--- src/rtl/clip_tri_emitter.sv ---
// clip_tri_emitter: sequences one triangle through the frustum clipper and streams its 0-2 result triangles
module clip_tri_emitter #(
  parameter int WIDTH = 24
) (
  input  logic                  clk_i,
  input  logic                  reset_n,
  input  logic                  in_valid_i,
  output logic                  in_ready_o,
  input  logic [12*WIDTH-1:0]   in_tri_i,
  output logic                  clip_start_o,
  output logic [12*WIDTH-1:0]   clip_tri_o,
  input  logic                  clip_done_i,
  input  logic                  clip_valid_i,
  input  logic [1:0]            clip_num_i,
  input  logic [24*WIDTH-1:0]   clip_res_i,
  output logic                  out_valid_o,
  input  logic                  out_ready_i,
  output logic [12*WIDTH-1:0]   out_tri_o,
  output logic                  out_last_o,
  output logic                  out_split_o,
  output logic                  busy_o,
  output logic [15:0]           culled_cnt_o,
  output logic [15:0]           emitted_cnt_o,
  output logic                  err_o
);
  localparam int TW = 12 * WIDTH;
  typedef enum logic [1:0] {IDLE, START, WAIT, EMIT} state_t;
  state_t state_q, state_d;
  logic clip_start_q, clip_start_d;
  logic [TW-1:0] clip_tri_q, clip_tri_d;
  logic [TW-1:0] res_hi_q, res_hi_d;
  logic [TW-1:0] out_tri_q, out_tri_d;
  logic out_valid_q, out_valid_d;
  logic out_last_q, out_last_d;
  logic out_split_q, out_split_d;
  logic [15:0] culled_cnt_q, culled_cnt_d;
  logic [15:0] emitted_cnt_q, emitted_cnt_d;
  logic err_q, err_d;
  logic [1:0] n;
  assign in_ready_o    = (state_q == IDLE) && !clip_done_i;
  assign n             = (clip_num_i == 2'd3) ? 2'd2 : clip_num_i;
  assign clip_start_o  = clip_start_q;
  assign clip_tri_o    = clip_tri_q;
  assign out_valid_o   = out_valid_q;
  assign out_tri_o     = out_tri_q;
  assign out_last_o    = out_last_q;
  assign out_split_o   = out_split_q;
  assign busy_o        = state_q != IDLE;
  assign culled_cnt_o  = culled_cnt_q;
  assign emitted_cnt_o = emitted_cnt_q;
  assign err_o         = err_q;
  // Next-state logic; the second result triangle is always the last, so only the first beat needs n
  always_comb begin
    state_d       = state_q;
    clip_start_d  = clip_start_q;
    clip_tri_d    = clip_tri_q;
    res_hi_d      = res_hi_q;
    out_tri_d     = out_tri_q;
    out_valid_d   = out_valid_q;
    out_last_d    = out_last_q;
    out_split_d   = out_split_q;
    culled_cnt_d  = culled_cnt_q;
    emitted_cnt_d = emitted_cnt_q;
    err_d         = err_q;
    unique case (state_q)
      IDLE: if (in_valid_i && in_ready_o) begin
        clip_tri_d   = in_tri_i;
        clip_start_d = 1'b1;
        state_d      = START;
      end
      START: state_d = WAIT;
      WAIT: if (clip_done_i) begin
        clip_start_d = 1'b0;
        res_hi_d     = clip_res_i[2*TW-1:TW];
        err_d        = err_q | (clip_num_i == 2'd3);
        if (!clip_valid_i || n == 2'd0) begin
          culled_cnt_d = culled_cnt_q + 16'd1;
          state_d      = IDLE;
        end else begin
          out_valid_d = 1'b1;
          out_tri_d   = clip_res_i[TW-1:0];
          out_last_d  = n == 2'd1;
          out_split_d = n == 2'd2;
          state_d     = EMIT;
        end
      end
      EMIT: if (out_ready_i) begin
        emitted_cnt_d = emitted_cnt_q + 16'd1;
        out_valid_d   = !out_last_q;
        out_tri_d     = out_last_q ? out_tri_q : res_hi_q;
        out_last_d    = 1'b1;
        state_d       = out_last_q ? IDLE : EMIT;
      end
      default: state_d = IDLE;
    endcase
  end
  // State and registered outputs; reset discards any buffered result
  always_ff @(posedge clk_i or negedge reset_n) begin
    if (!reset_n) begin
      state_q       <= IDLE;
      clip_start_q  <= 1'b0;
      clip_tri_q    <= '0;
      res_hi_q      <= '0;
      out_tri_q     <= '0;
      out_valid_q   <= 1'b0;
      out_last_q    <= 1'b0;
      out_split_q   <= 1'b0;
      culled_cnt_q  <= '0;
      emitted_cnt_q <= '0;
      err_q         <= 1'b0;
    end else begin
      state_q       <= state_d;
      clip_start_q  <= clip_start_d;
      clip_tri_q    <= clip_tri_d;
      res_hi_q      <= res_hi_d;
      out_tri_q     <= out_tri_d;
      out_valid_q   <= out_valid_d;
      out_last_q    <= out_last_d;
      out_split_q   <= out_split_d;
      culled_cnt_q  <= culled_cnt_d;
      emitted_cnt_q <= emitted_cnt_d;
      err_q         <= err_d;
    end
  end
endmodule
--- config.mk ---
export PLATFORM = sky130hd
export DESIGN_NAME = clip_tri_emitter
export DESIGN_NICKNAME = d
export VERILOG_FILES = /design/src/rtl/clip_tri_emitter.sv
export SDC_FILE = /design/constraint.sdc
export NUM_CORES = 2
export LEC_CHECK = 0
export CORE_AREA = 2 2 587 589
export DETAILED_ROUTE_END_ITERATION = 10
export DIE_AREA = 0 0 589 591
export PLACE_DENSITY = 0.4
export RECOVER_POWER = 50
export SLEW_MARGIN = 15
export SYNTH_ARGS = -nofsm -noshare
export SYNTH_HDL_FRONTEND = slang
export SYNTH_SLANG_ARGS = --single-unit
--- constraint.sdc ---
create_clock -name clk_i -period 5.8 [get_ports clk_i]
set_input_delay 0.58 -clock clk_i [delete_from_list [all_inputs] [get_ports clk_i]]
set_output_delay 0.58 -clock clk_i [all_outputs]
set_load 0.005 [all_outputs]
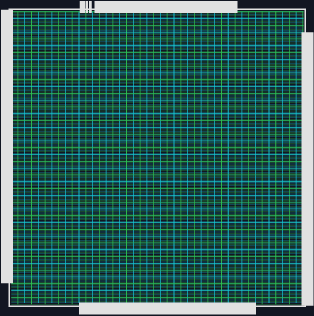
(floorplan with the power grid)
(0.5 px per um) Pins as bars on the die edge.
| net | color |
|---|---|
| VSS | green |
| VDD | cyan |
met5 straps: 43
met1 rails: 216
signal pins: 1487
Die X: 589 um
VDD IR max: 0.259 mV
die height: 591 um
CORE AREA: 0.342 mm2

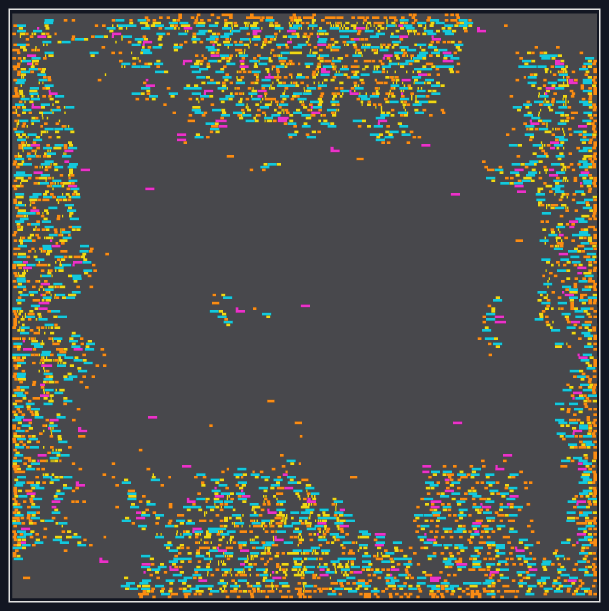
(cells colored by class)
(1 px per um) Fill, decap, tap and diode cells in gray.
| class | color | cells | share of their area |
|---|---|---|---|
| flops | cyan | 903 | 40% |
| combinational and other logic | yellow | 1850 | 25% |
| clock drivers and dummy loads | magenta | 221 | 7.3% |
| other buffers and delay cells | orange | 1539 | 28% |

[critical path, stage by stage (launching register included)]
cell      delay, ns
dfrtp_1        0.64
nand3b_1       1.51
clkbuf_2       1.18
nand2_1        0.34
nand2_1        0.08
[worst max path at each step]
stage / slack, ns / to / depth (start not counted) / from
finish: 1.78 / res_hi_q[115]$_DFFE_PN0P_ / 4 / state_q[1]$_DFFE_PN0P_
global route: 1.30 / out_tri_o[145]$_DFFE_PN0P_ / 3 / reset_n
CTS: 2.59 / in_ready_o / 3 / state_q[1]$_DFFE_PN0P_
detailed placement: 2.52 / out_tri_o[131]$_DFFE_PN0P_ / 7 / clip_num_i[1]
global placement: 2.50 / out_tri_o[134]$_DFFE_PN0P_ / 7 / clip_num_i[1]
floorplan: 3.78 / out_tri_o[277]$_DFFE_PN0P_ / 6 / clip_num_i[1]
==> CHANGELOG.md <==
## Flow update

- Die Area: 0.348 mm2
- Main synth FF type: dfrtp_1
- Fraction of area in multi-input gates: 22.3%
- First-pass GRT wire length: 295000 um
- Met2 wire len: 108000 um
- Reg2Reg Setup Slack: 1.78 ns
- Hold Crit Class: in -> reg
- Max-slew violation count: 187
- Inverters excl. clock: 4
- Share of cells above drive strength 1: 20.5%
- Violated checks: capacitance limit, slew limit
- Placed insts: 8848
- Sequential cell power: 0.0111 W
- Flop count: 903
- Max-cap violations: 4
- Crit start category: register
- Ports: 1487
- # H-tree levels: 3
- Clock network power: 0.00780 W
- Vias in the first global route: 30.7k
- RSZ-0062 raised after global routing: no
- Most Crowded Layer GR: met2
- Ys flops: 903
- Status: finished with violations
- Floorplan Utilization: 10.9%
- Met3 usage: 5.63%
Power is estimated from default activity; no workload was simulated.
